--- src/rtl/rom_arbiter.sv ---
// -----------------------------------------------------------------------------
// rom_arbiter
//
// Shares one synchronous-read ROM port (registered data_out, 1-cycle read
// latency) between NREQ requesters. One read is in flight at a time:
//   IDLE  -> pick a winner, latch its address, pulse its grant -> ISSUE
//   ISSUE -> ROM samples rom_addr at the end of this cycle     -> RESP
//   RESP  -> return rom_data tagged with the winner index; if any request is
//            pending, arbitrate again and go straight to ISSUE, else IDLE.
// A new read can therefore start every 2 cycles.
//
// Build option:
//   ROM_ARB_RR_EN defined   : round-robin arbitration. The search starts at a
//                             priority pointer and the pointer moves to
//                             winner+1 after each grant.
//   ROM_ARB_RR_EN undefined : fixed priority, lowest index wins, no pointer.
//   Ports, FSM and timing are identical in both builds.
//
// Ports:
//   clk        rising-edge clock
//   rst        asynchronous active-high reset
//   req        per-requester request level
//   req_addr   packed request addresses, slice i = req_addr[i*AW +: AW]
//   gnt        one-hot grant pulse (registered, high during ISSUE only)
//   rom_addr   ROM address (registered, holds when no new grant is made)
//   rom_data   ROM registered read data
//   rsp_valid  response strobe (registered, high during RESP only)
//   rsp_id     requester index of the response
//   rsp_data   read data during RESP, zero otherwise
//   busy       high whenever the FSM is not in IDLE
// -----------------------------------------------------------------------------
module rom_arbiter #(
    parameter  int NREQ = 4,
    parameter  int AW   = 2,
    parameter  int DW   = 4,
    localparam int IDW  = $clog2(NREQ)
) (
    input  logic                 clk,
    input  logic                 rst,
    input  logic [NREQ-1:0]      req,
    input  logic [NREQ*AW-1:0]   req_addr,
    output logic [NREQ-1:0]      gnt,
    output logic [AW-1:0]        rom_addr,
    input  logic [DW-1:0]        rom_data,
    output logic                 rsp_valid,
    output logic [IDW-1:0]       rsp_id,
    output logic [DW-1:0]        rsp_data,
    output logic                 busy
);

    typedef enum logic [1:0] {
        IDLE  = 2'd0,
        ISSUE = 2'd1,
        RESP  = 2'd2
    } state_t;

    state_t          state_q;
    logic [NREQ-1:0] gnt_q;
    logic [AW-1:0]   rom_addr_q;
    logic            rsp_valid_q;
    logic [IDW-1:0]  id_q;
    logic            busy_q;

    // Arbitration result for the current request vector.
    logic            any_req_d;
    logic [IDW-1:0]  win_d;
    logic [NREQ-1:0] win_onehot_d;
    logic [AW-1:0]   win_addr_d;

`ifdef ROM_ARB_RR_EN
    logic [IDW-1:0] ptr_q;
    logic           found_d;
    int             idx_d;

    // Scan NREQ positions starting at the pointer, wrapping modulo NREQ;
    // the first requester found wins.
    always_comb begin
        win_d   = '0;
        found_d = 1'b0;
        idx_d   = 0;
        for (int i = 0; i < NREQ; i++) begin
            idx_d = int'(ptr_q) + i;
            if (idx_d >= NREQ) begin
                idx_d = idx_d - NREQ;
            end
            if (!found_d && req[idx_d]) begin
                win_d   = IDW'(idx_d);
                found_d = 1'b1;
            end
        end
    end
`else
    // Scan from the top down so the lowest pending index is assigned last.
    always_comb begin
        win_d = '0;
        for (int i = NREQ - 1; i >= 0; i--) begin
            if (req[i]) begin
                win_d = IDW'(i);
            end
        end
    end
`endif

    always_comb begin
        any_req_d           = |req;
        win_onehot_d        = '0;
        win_onehot_d[win_d] = 1'b1;
        win_addr_d          = req_addr[int'(win_d)*AW +: AW];
    end

    // Main FSM. All outputs are registered alongside the state so that each
    // output changes exactly on the edge that enters or leaves its state.
    always_ff @(posedge clk or posedge rst) begin
        if (rst) begin
            state_q     <= IDLE;
            gnt_q       <= '0;
            rom_addr_q  <= '0;
            rsp_valid_q <= 1'b0;
            id_q        <= '0;
            busy_q      <= 1'b0;
        end else begin
            case (state_q)
                // IDLE and RESP share the "start a new read" decision; this is
                // what gives back-to-back reads with no IDLE gap.
                IDLE, RESP: begin
                    rsp_valid_q <= 1'b0;
                    if (any_req_d) begin
                        state_q    <= ISSUE;
                        gnt_q      <= win_onehot_d;
                        rom_addr_q <= win_addr_d;
                        id_q       <= win_d;
                        busy_q     <= 1'b1;
                    end else begin
                        state_q <= IDLE;
                        gnt_q   <= '0;
                        busy_q  <= 1'b0;
                    end
                end
                ISSUE: begin
                    state_q     <= RESP;
                    gnt_q       <= '0;
                    rsp_valid_q <= 1'b1;
                    busy_q      <= 1'b1;
                end
                default: begin
                    state_q     <= IDLE;
                    gnt_q       <= '0;
                    rsp_valid_q <= 1'b0;
                    busy_q      <= 1'b0;
                end
            endcase
        end
    end

`ifdef ROM_ARB_RR_EN
    // Pointer advances past the winner on every grant, from IDLE or RESP.
    always_ff @(posedge clk or posedge rst) begin
        if (rst) begin
            ptr_q <= '0;
        end else if ((state_q == IDLE || state_q == RESP) && any_req_d) begin
            if (win_d == IDW'(NREQ - 1)) begin
                ptr_q <= '0;
            end else begin
                ptr_q <= win_d + 1'b1;
            end
        end
    end
`endif

    assign gnt       = gnt_q;
    assign rom_addr  = rom_addr_q;
    assign rsp_valid = rsp_valid_q;
    assign rsp_id    = id_q;
    assign busy      = busy_q;
    // The ROM output is only meaningful in RESP; force zero elsewhere so
    // downstream logic never sees stale data.
    assign rsp_data  = rsp_valid_q ? rom_data : '0;

endmodule

--- config.mk ---
export PLATFORM = sky130hd
export DESIGN_NAME = rom_arbiter
export DESIGN_NICKNAME = d
export VERILOG_FILES = /design/src/rtl/rom_arbiter.sv
export SDC_FILE = /design/constraint.sdc
export NUM_CORES = 1
export LEC_CHECK = 0
export ABC_CLOCK_PERIOD_IN_PS = 1200
export CAP_MARGIN = 10
export CORE_MARGIN = 2
export CORE_UTILIZATION = 35
export CTS_CLUSTER_SIZE = 40
export DETAILED_ROUTE_END_ITERATION = 10
export PLACE_DENSITY = 0.82
export SLEW_MARGIN = 5
export SYNTH_ARGS = -nofsm -noshare
export SYNTH_HDL_FRONTEND = slang
export SYNTH_SLANG_ARGS = --single-unit
--- constraint.sdc ---
create_clock -name clk -period 1.2 [get_ports clk]
set_input_delay 0.24 -clock clk [delete_from_list [all_inputs] [get_ports clk]]
set_output_delay 0.24 -clock clk [all_outputs]
set_load 0.005 [all_outputs]
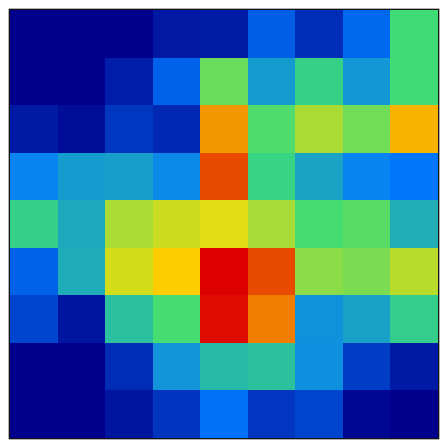
Figure 1: wire density map.
9 x 9 tiles, from dark blue (low) to red (high), scaled to the fullest tile. Values are wire area over tile area, all layers added.
densest ninth of the die: center
nearly empty tiles: 14%
emptiest ninth of the die: upper left

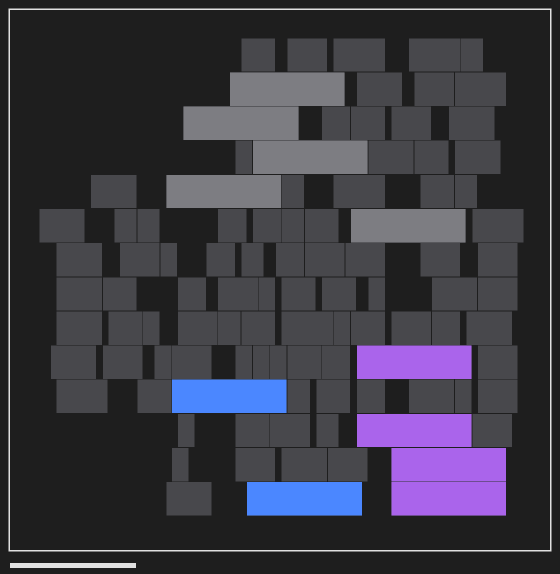
Figure 2: register map, names as in the netlist.
Scale bar: 10 um. Other sequential cells in the stronger gray, the rest of the logic in the fainter gray.
legend:
  purple:
    netlist_name: gnt
    flops: 4
    where: lower right
  blue:
    netlist_name: rsp_id
    flops: 2

==> results.json <==
{
  "final_area_sq_um": 967.2,
  "final_common_cell": "clkdlybuf4s50_1",
  "dp_slack_ns": -0.5014,
  "syn_nets": 75,
  "leakagePower_nw": 0.4903,
  "cp.depth": 3,
  "ys_cells": 57,
  "synth_cells": 57,
  "cts_buffer_depth": 2,
  "ys_area_sq_um": 533.0,
  "drtAntennaViolNets": 0,
  "io_buffers": 31,
  "dr.first_iter.drc_count": 12,
  "worstPathCellList": "buf_6 -> and2_4 -> buf_6",
  "p_int_mw": 0.8663,
  "cts.sinks": 11,
  "area_leaders": "dfrtp_1 52%, and2_1 5.9%, nor2_1 5.6%",
  "clk_share": 0.02717,
  "slowest_delay_ns": 0.41,
  "post-route-min-period_ns": 1.280,
  "syn_area_sq_um": 533.0,
  "antenna_found_initial": 0,
  "num_vias": 567,
  "fillers": 138,
  "path_max_fanout": 4,
  "critical_path.endpoint": "rsp_data[2]",
  "rrSetupSlack_ns": 0.13,
  "p_comb_mw": 0.465,
  "drc": 0,
  "warnings": 29,
  "path_common_cell": "buf_6",
  "violations": "setup timing",
  "h-tree-depth": 1,
  "routed_wl_mm": 1.375,
  "edf_count": 0,
  "p_clk_frac": 0.207,
  "largest_class": "buffers",
  "n_clock_buffer": 4,
  "coreArea_sq_mm": 0.001471,
  "start_kind": "flip-flop",
  "grt_pass1_vias": 529,
  "ys.flops": 11,
  "fp.dieW_um": 43.03,
  "tritoncts": "built",
  "fin_skew_ns": 0.001817,
  "fin_ws_ns": -0.08043,
  "n_all_buffers": 42,
  "die_h_um": 43.03,
  "diodes": 0,
  "tns_ns": -0.2380,
  "overflow": 0,
  "critPathKind": "flip-flop to output port",
  "largest_area_cell": "dfrtp_1",
  "cts_root_buf": "clkbuf_4",
  "post_dp_cell_area_sq_um": 909.6,
  "fin_nets": 119,
  "drtPass1Iterations": 4,
  "pwr-share-comb": 0.391,
  "reg2reg_to": "busy$_DFF_PP0_",
  "switching_share": 0.2709,
  "synth.distinct_cells": 18,
  "fin_hold_ws_ns": 0.2602,
  "cp_slowest_cell": "dfrtp_1",
  "powerDensity_mw_per_mm2": 1229,
  "yosysSeqAreaShare": 0.5164,
  "cts_buffers": 3,
  "grt_setup_unrepaired": "yes",
  "crit_buf_inv": 2,
  "common_cells": "11 x dfrtp_1, 8 x nor2_1, 5 x a21oi_1, 5 x and2_1, 5 x inv_1",
  "areaGrowthSynthToFinish_pct": 81.46,
  "grt_usage": 0.1604,
  "grt_max_degree": 12,
  "worstSkewPairLatency_ns": 0.27,
  "slew_headroom": 0.7197,
  "cp.required_ns": 0.96,
  "synthFlopType": "dfrtp_1",
  "setup_viol": 3,
  "status": "finished, violations left",
  "logic_area_sq_um": 247.7,
  "fin_crit_sh": 1.067,
  "initCoreUtil": 0.3622,
  "placed_cells": 108,
  "top_cell_area_share": 0.5164,
  "ys_async_sr_fraction": 1.000,
  "wl_per_cell_um": 11.85,
  "power_switching_mw": 0.3219,
  "dp_hpwl_mm": 1.053,
  "setup.worst_path.start": "rsp_valid$_DFF_PP0_",
  "drv_cap": 0,
  "total_power_mw": 1.188
}
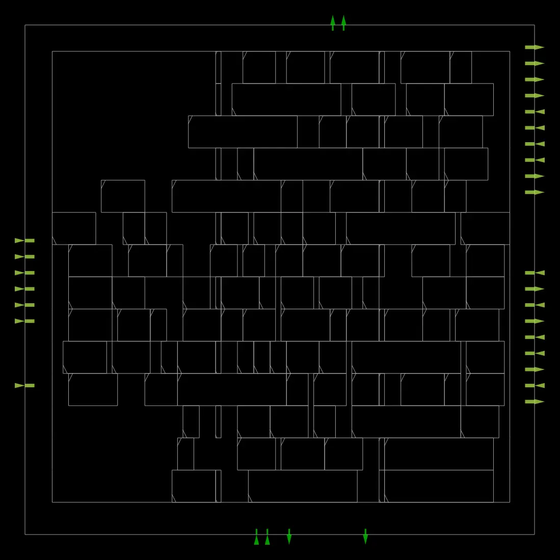
Figure 3: placement view.
Flops: 11
fin util: 0.6573
Seq/total area: 0.2846
post-route insts no fill: 116
Rows: 14

==> repair_timing <==
action	CTS	global route
pin swaps	3	2
setup endpoints to repair	18	5
gates resized	40	6
buffers inserted	4	1
==> logic make-up after synthesis <==
family / Yosys count / synth area share
AND/OR/NAND/NOR: 25 / 0.2700
AND-OR/OR-AND: 13 / 0.1549
buffers and inverters: 8 / 0.05869
flip-flops: 11 / 0.5164
==> registers in the layout, summed over array words and instances, names as in the netlist <==
name	cells
gnt	4
rom_addr	2
rsp_id	2
busy	1
rsp_valid	1
state_q	1
==> metal layers <==
metal / up-vias / track usage / wire, um
met5: - / 0 / 0
met4: 0 / 0.07273 / 14
met3: 2 / 0.05532 / 136
met2: 30 / 0.2606 / 664
met1: 258 / 0.1893 / 559
li1: 277 / - / -
Power and IR drop assume default switching activity.
